==> src/rtl/r_forward_queue.sv <==
// ---------------------------------------------------------------------------
// r_forward_queue
//
// Buffers the packed 77-bit AR request stream coming from the read-forward
// mixer and hands it to the read router. The target slave index is decoded
// from the address at enqueue time and stored alongside the payload, so the
// router sees a ready-made slave index and decode-error flag for the head.
// Every output is driven from registered state, which breaks all
// combinational paths between the upstream and downstream handshakes.
//
// Parameters:
//   DEPTH      FIFO entries (power of 2, minimum 2)
//   SLAVE_NUM  number of populated slaves (1..16)
//
// Ports:
//   CLK         clock, rising edge
//   RESET       asynchronous active-high reset
//   DATA        packed AR request in (ARADDR at [68:33])
//   VALID       upstream request valid
//   READY       queue can accept a request (registered state only)
//   O_DATA      head request payload, unmodified
//   O_SLAVE     head slave index (ARADDR[35:32])
//   O_DECERR    head slave index is at or above SLAVE_NUM
//   O_VALID     head entry valid
//   O_READY     downstream accepts head entry
//   COUNT       current occupancy
//   DECERR_CNT  saturating count of enqueued decode-error requests
// ---------------------------------------------------------------------------
module r_forward_queue #(
  parameter int DEPTH     = 4,
  parameter int SLAVE_NUM = 4
) (
  input  logic                     CLK,
  input  logic                     RESET,
  input  logic [76:0]              DATA,
  input  logic                     VALID,
  output logic                     READY,
  output logic [76:0]              O_DATA,
  output logic [3:0]               O_SLAVE,
  output logic                     O_DECERR,
  output logic                     O_VALID,
  input  logic                     O_READY,
  output logic [$clog2(DEPTH):0]   COUNT,
  output logic [7:0]               DECERR_CNT
);

  localparam int AW = $clog2(DEPTH);
  localparam int CW = AW + 1;

  // Each entry holds {payload, slave index, decode error}.
  logic [81:0]   r_mem [DEPTH];
  logic [AW-1:0] r_wrPtr;
  logic [AW-1:0] r_rdPtr;
  logic [CW-1:0] r_count;
  logic [7:0]    r_decerrCnt;

  logic          w_push;
  logic          w_pop;
  logic [3:0]    w_slave;
  logic          w_decerr;
  logic [81:0]   w_head;

  // Slave index is the top nibble of the 36-bit ARADDR.
  assign w_slave  = DATA[68:65];
  assign w_decerr = ({1'b0, w_slave} >= 5'(SLAVE_NUM));

  // Full/empty come from the occupancy counter, not pointer equality.
  assign READY   = (r_count != CW'(DEPTH));
  assign O_VALID = (r_count != '0);

  assign w_push = VALID && READY;
  assign w_pop  = O_VALID && O_READY;

  assign w_head   = r_mem[r_rdPtr];
  assign O_DATA   = w_head[81:5];
  assign O_SLAVE  = w_head[4:1];
  assign O_DECERR = w_head[0];

  assign COUNT      = r_count;
  assign DECERR_CNT = r_decerrCnt;

  // Storage carries no reset; stale contents are unreachable once the
  // counter is cleared, because O_VALID gates the head.
  always_ff @(posedge CLK) begin
    if (w_push) begin
      r_mem[r_wrPtr] <= {DATA, w_slave, w_decerr};
    end
  end

  // Pointers wrap naturally at DEPTH since DEPTH is a power of two.
  always_ff @(posedge CLK or posedge RESET) begin
    if (RESET) begin
      r_wrPtr <= '0;
      r_rdPtr <= '0;
    end else begin
      if (w_push) r_wrPtr <= r_wrPtr + AW'(1);
      if (w_pop)  r_rdPtr <= r_rdPtr + AW'(1);
    end
  end

  // Simultaneous push and pop leaves occupancy unchanged.
  always_ff @(posedge CLK or posedge RESET) begin
    if (RESET) begin
      r_count <= '0;
    end else begin
      unique case ({w_push, w_pop})
        2'b10:   r_count <= r_count + CW'(1);
        2'b01:   r_count <= r_count - CW'(1);
        default: r_count <= r_count;
      endcase
    end
  end

  // Decode-error statistics, sticking at 255 until reset.
  always_ff @(posedge CLK or posedge RESET) begin
    if (RESET) begin
      r_decerrCnt <= '0;
    end else if (w_push && w_decerr && (r_decerrCnt != 8'hFF)) begin
      r_decerrCnt <= r_decerrCnt + 8'd1;
    end
  end

endmodule

==> config.mk <==
export PLATFORM = sky130hd
export DESIGN_NAME = r_forward_queue
export DESIGN_NICKNAME = d
export VERILOG_FILES = /design/src/rtl/r_forward_queue.sv
export SDC_FILE = /design/constraint.sdc
export NUM_CORES = 1
export LEC_CHECK = 0
export CAP_MARGIN = 20
export CORE_MARGIN = 4
export CORE_UTILIZATION = 30
export CTS_BUF_LIST = sky130_fd_sc_hd__clkbuf_2 sky130_fd_sc_hd__clkbuf_4 sky130_fd_sc_hd__clkbuf_8
export CTS_CLUSTER_SIZE = 25
export DETAILED_ROUTE_END_ITERATION = 10
export GPL_TIMING_DRIVEN = 1
export PLACE_DENSITY = 0.47
export SLEW_MARGIN = 15
export SYNTH_ARGS = -nofsm -noshare
export SYNTH_HDL_FRONTEND = slang
export SYNTH_SLANG_ARGS = --single-unit
==> constraint.sdc <==
create_clock -name CLK -period 3.7 [get_ports CLK]
set_clock_uncertainty 0.05 [all_clocks]
set_input_delay 0.555 -clock CLK [delete_from_list [all_inputs] [get_ports CLK]]
set_output_delay 0.555 -clock CLK [all_outputs]
set_load 0.01 [all_outputs]
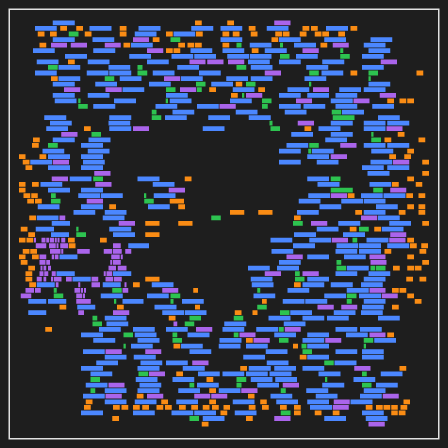
Fig. 1. Cells colored by class.
| color | class | cells | share of their area |
|---|---|---|---|
| orange | remaining buffers and delay cells | 187 | 13% |
| blue | registers | 327 | 65% |
| green | clock drivers and dummy loads | 98 | 7.1% |
| purple | remaining logic cells | 140 | 15% |

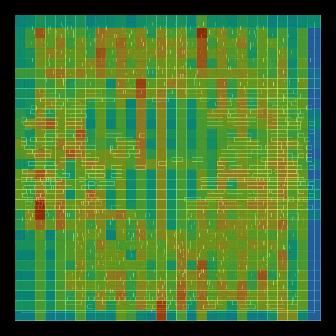
Fig. 2. Congestion heat map.
total global routing track utilization: 12.11%
post-detailed-route wirelength per cell: 20.63 um
met1 global-route usage: 15.43%
met3 Usage GRT: 3.738%

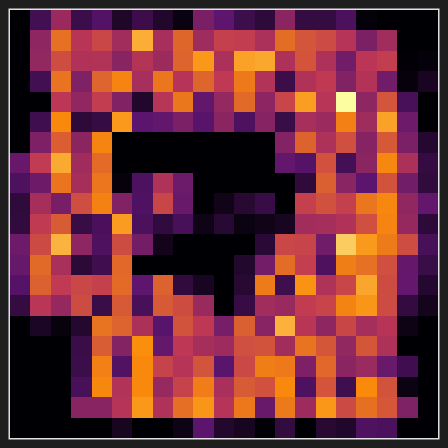
Fig. 3. Cell density map.
The die is cut into 21 by 21 equal tiles; black is low, pale yellow is high, 0 to 100% covered.
tiles over 75% full: 4.8%
emptiest ninth of the die: center
fullest tile: 99%
mean over tiles: 34%

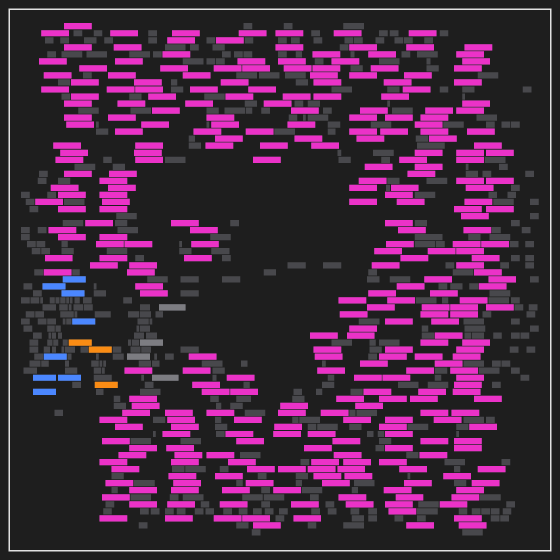
Fig. 4. Sequential cells colored by netlist name.
Other sequential cells in the stronger gray, the rest of the logic in the fainter gray.
| color | signal | sequential cells |
|---|---|---|
| blue | `DECERR_CNT` | 8 |
| magenta | `r_mem` | 312 |
| orange | `COUNT` | 3 |

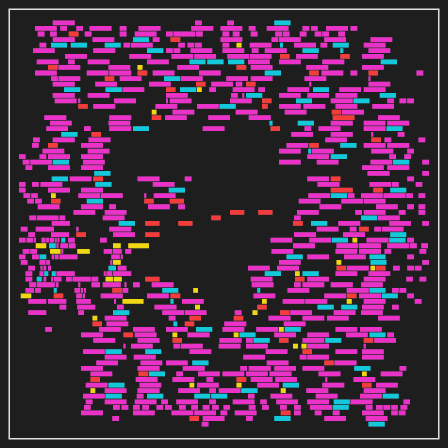
Fig. 5. Sizing map.
| color | size | cells | most used |
|---|---|---|---|
| cyan | x2 | 93 | mux4_2 |
| magenta | x1 and smaller | 558 | edfxtp_1 |
| red | x6 and larger | 66 | clkbuf_8 |
| yellow | x3 and x4 | 35 | clkbuf_4 |

==> COMMIT_EDITMSG <==
Update PnR metrics after Yosys + OpenROAD run

- For this design the top-level I/O count stands at 176.
- Cells along the critical path: buf_12, mux4_2, clkdlybuf4s50_1
- STA classifies the critical path endpoint as a primary output.
- Comb. pwr: 4.31 mW
- After Yosys synthesis, XOR and XNOR cells account for 0.6509% of the synthesized area.
- Least-Margin Pin Slew: 624.5 ps
- The final layout report lists a filler cell count of 3638.
- The total overflow left after global routing is 0.
- The clock period could shrink to 3129 ps.
* Required time at the worst-slack endpoint: 3090 ps
* Number of flip-flops in the largest register: 312
- Routed metal-1 wire length: 11020 um
- The via count of the first global-routing pass was 6752.
- Power per unit of standard cell area: 802.7 mW/mm^2
* Routability congestion estimate: 0.6793
- Critical path's top delay family: buffers and inverters
- P&R area growth vs syn: 29.39%
- The critical path in this run is classified as reg2out.
- Portion of total power attributed to the clock network: 24.6%
- Biggest area consumer among synthesized cells: sky130_fd_sc_hd__edfxtp_1
* Post-DP HPWL: 15730 um
- Final number of max-transition violations: 0
- Setup slack, reg-to-reg: 1340 ps
- Unique cell type count in the Yosys netlist: 32
- The stage logs contain a warning count of 29.
* Hold-fix buffer count after cts: 0
- Registers, synthesis: 327
- Nets still carrying antenna violations after routing amount to 0.
* DRT Pass-1 Iters: 4
* Synth Area in Compound Gates: 0.04133%
- Per the detail_route log, met3 wirelength is 1657 um.
- Netlist area before placement: 0.01211 sq mm
* Static leakage: 5.098 nW
- Setup Viol. Count Final: 0
- Looking at the gate-level netlist, the highest instance count belongs to sky130_fd_sc_hd__edfxtp_1.
* Number of gates on the worst path with buffers counted: 3
- Per STA, the highest per-stage delay on the worst path measures 570 ps.
* Floorplan row count: 73
- Count of cells resized by post-cts repair: 0
- From bottom edge to top edge, the die measures 208.9 um.
- In this run the clock root is driven by a sky130_fd_sc_hd__clkbuf_8.
- For this design the total switching power over the nets is 3.647 mW.
* CTS Buf Count: 55
- After detailed routing, the met2 layer carries 13130 um of wire.
- Final net count: 799
* Drt initial violations: 258
- Initial antenna violation count: 2
* Critical Path Sink: O_DATA[65]
- Per the detail_route report, the via count comes to 5775.
- Counting along the longest clock path gives a buffer depth of 3.
- Syn avg cell area: 24.72 sq um
- Status: completed
- On the critical path the data arrives at 2520 ps.
- Per the timing report, the most critical flop-to-flop path finishes at COUNT[2].
- Measured against the total synthesized area, the mux share comes to 15.24%.
* Number of inserted diodes: 0
- TritonCTS Sinks: 327
* Worst max-slew margin expressed relative to the limit: 58.32%
* Total nets after synthesis: 578
* Top register by number of flip-flops: r_mem
* Post-CTS Repair Setup Buffers: 0
* Biggest area contributors in the synthesized netlist: sky130_fd_sc_hd__edfxtp_1, sky130_fd_sc_hd__mux4_2, sky130_fd_sc_hd__dfrtp_1
- For this run, the register share of the synthesized area comes to 80.46%.
## cell type report
cell class                 count  area (sq um)  share of cell area [%]
clock buffer                  74         899.6                   5.741
timing repair buffer         187          1929                   12.31
sequential                   327          9752                   62.23
inverter                       9         33.78                  0.2156
tap                          525         656.9                   4.192
multi-input combinational    131          2226                   14.20
clock inverter                24         172.7                   1.102
## per-stage QoR
stage | power (mW) | hold slack (ps) | instance area (sq um) | setup slack [ps]
CTS | 12.91 | 269.0 | 15670 | 431.6
global placement | 9.640 | 465.4 | 14600 | 1100
detailed placement | 9.719 | 465.1 | 14600 | 1102
floorplan | 7.437 | 406.5 | 12110 | 1464
finish | 12.58 | 312.3 | 15670 | 571.3
global route | 13.32 | 337.2 | 15670 | 377.3
Power is estimated from default activity; no workload was simulated.
